Design acc_trace_fifo_flat, sky130hd; sources not shown.
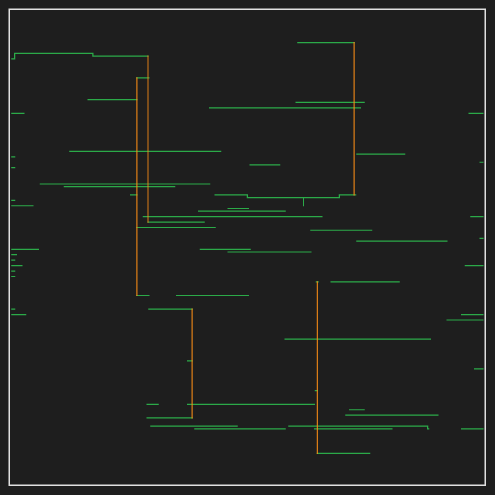
*Metal layers overlaid*
Scale: 4 px per µm. Only two layers are drawn.
M3: marked green, wire length 795 µm. M4: marked orange, wire length 204 µm.
total wire length: 13200 µm
Vias: 3339

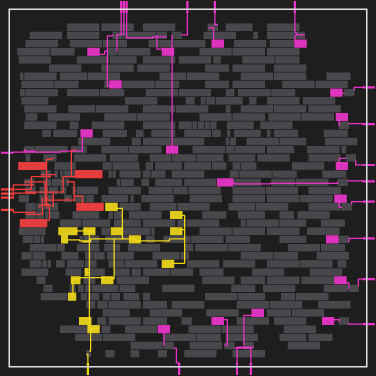
*Port wiring*
Scale: 3 px per µm.
en: marked yellow, bits 1, direction input, edge bottom, end cells 16, wire 171 µm. count: marked red, bits 4, direction output, edge left, end cells 4, wire 188 µm. out_if_out_data: marked magenta, bits 18, direction output, edge 8 right, 6 top, 3 bottom, 1 left, end cells 18, wire 363 µm.
Port-buffer cells: 37
num ports: 39

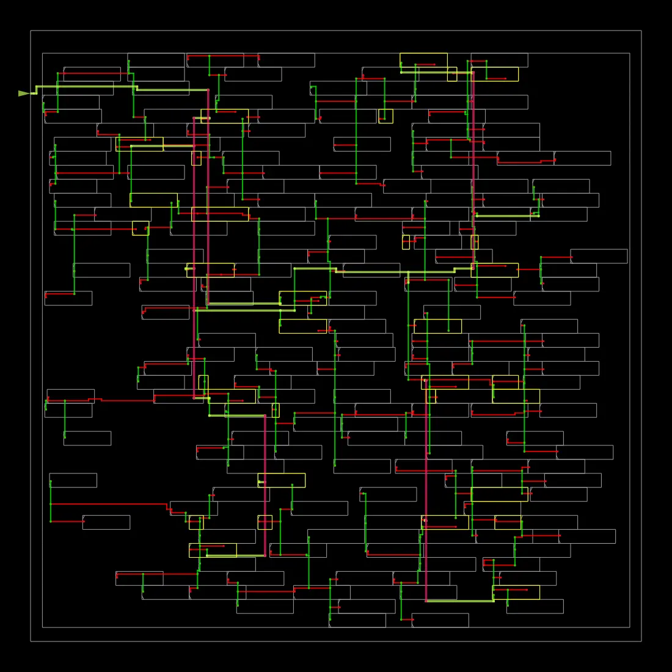
*Clock wiring as the flow saved it*
final sequential cell count: 174
Setup Skew: 0.00736 ns

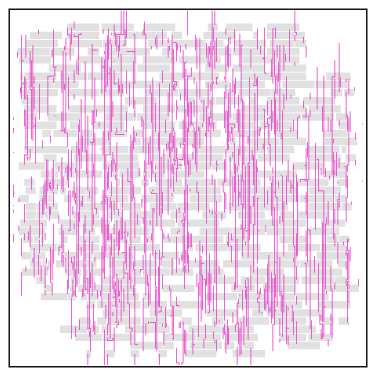
*M2 wires*
Scale: 3 px per µm.
The layer holds 49% of the routed length. The wires run mostly vertical. The longest straight run is 86.8 µm. 391 nets have wire on it. The layer carries 6430 µm of wire.
met2 layer usage reported by global route: 31.6%

==> summary.txt <==
Implementation results are summarized by area below.

Die
The fraction of the core area occupied by cells at floorplan is 54.8%. The die height is 119 µm. The core area is 12700 µm². After floorplanning, the die was sized to cover around 14000 µm².

Logic synthesis
The fraction of the yosys area taken by sequential cells is 72.9%. According to the Yosys statistics, the synthesized design has a chip area of around 7000 µm². After synthesis the cells add up to 6970 µm². The post-synth net total is 358. The tally of unique sky130hd cells used after synthesis is 38.

The post-synthesis register bit count is 174. The synthesized area per cell is 20.7 µm². The flip-flop cell with the highest count after synthesis is edfxtp_1. After synthesis, the cell types taking the most area are edfxtp_1 62%, mux4_2 12%, dfrtp_1 10%.

The post-synthesis cell count from yosys is approximately 340.

Setup path
All stages included, the depth of the critical timing path comes to 5. The slowest cell on the critical path is mux4_2. The script reports the combined buffer and inverter count of the critical path as 3.

Finish
The layout summary lists the proportion of cells stronger than drive strength 1 as 36.1%. Once layout is complete, the utilization of the core stands at 67.2%. The net count reported at finish is 432. The finished cells cover roughly 8600 µm².

The area growth from synthesis to layout is 22.8%. The layout has 881 filler cells.

Clock tree
The clock passes through at most 2 buffers. The number of hold-repair buffers added at the cts stage is 0. The number of buffers inserted during clock tree synthesis is 17. The deepest level of the CTS H-tree is 4. The number of clock sinks seen by CTS is approximately 170.

Timing
The final max-slew violation count is 0. The minimum period implied by the final worst setup slack is ~2.7 ns. The worst max-slew margin expressed relative to the limit is 50.1%.

Setup repair after global routing could not meet its margin everywhere. Timing would allow up to 0.365 GHz. The number of setup violations in the final report is 0. The aggregate negative setup slack is 0 ns.

Routing
The number of nets with antenna violations after routing is 0. The via density per instance is 5.60.

Power and ir drop
The post-layout total power is 8620 µW. The highest supply drop recorded on VDD is 0.603 mV.

Placement
The post-place instance area is 7700 µm². According to the dpl log, the detail-placed design has an HPWL of 8330 µm.

Run
The number of violations of the max-capacitance limit is 0.

Global route
The final global-route overflow total is 0. Across every metal layer, demand over resource in global routing totals 20.0%. The initial antenna violation count came to 0.

Min path
According to the hold report, the worst path is of the in -> async type.

Outcome
The flow ran to the end, and the final reports show no timing, DRC or antenna violations.
## Yosys cell counts, types with 2 or more instances
cell type,instances
ha_1,5
xor2_1,12
nand3b_1,4
dfrtp_1,29
nand2_1,8
mux2i_1,2
nor2_1,8
nand3_1,5
xnor2_1,10
mux2_2,29
mux4_2,36
nor4_4,2
and3_1,2
edfxtp_1,144
buf_2,5
nor3_1,4
buf_1,2
clkbuf_1,5
inv_1,6
## final cells by class
cell class | instances | share of cell area (%)
plain buffers | 11 | 1.76
clock buffers | 20 | 5.34
clock inverters | 12 | 1.39
repair buffers | 56 | 7.36
flip-flops and latches | 174 | 59.4
multi-input cells | 145 | 22.0
inverters | 6 | 0.263
well taps | 172 | 2.52
## stage by stage
stage,cells,worst slack [ns]
CTS,590,0.000904
floorplan,337,0.117
finish,596,0.0592
detailed placement,554,-0.797
global route,596,-0.0384
global placement,546,-1.53
## cell families (layout without fill, tap and decap cells)
family	Yosys count	in the layout	share of synthesized area (%)
flops	174	174	72.9
simple gates	43	43	4.20
mux	68	68	16.8
compound gates	6	6	1.08
fa+ha+maj	6	6	1.19
xor+xnor	22	22	2.77
buf+inv	18	105	1.06
## report_power, final
group | switching [µW] | internal, µW | leakage (µW)
logic | 1280 | 1630 | 0.00103
registers | 202 | 3220 | 0.00166
clock network | 940 | 1350 | 0.000277
## metal layers
layer  routed length, µm  track usage (%)  share of wire [%]
met2                6430             31.6                 49
met3                 794             4.15                6.0
met1                5800             27.5                 44
met4                 204             7.96                1.5
met5                   0                0                  0
## what timing repair did
item,CTS,global route
endpoints found under the hold margin,0,0
cloned,0,4
setup endpoints to repair,164,23
pin swaps,2,1
setup buffers,5,2
gates resized,64,28
Power and IR drop assume default switching activity.
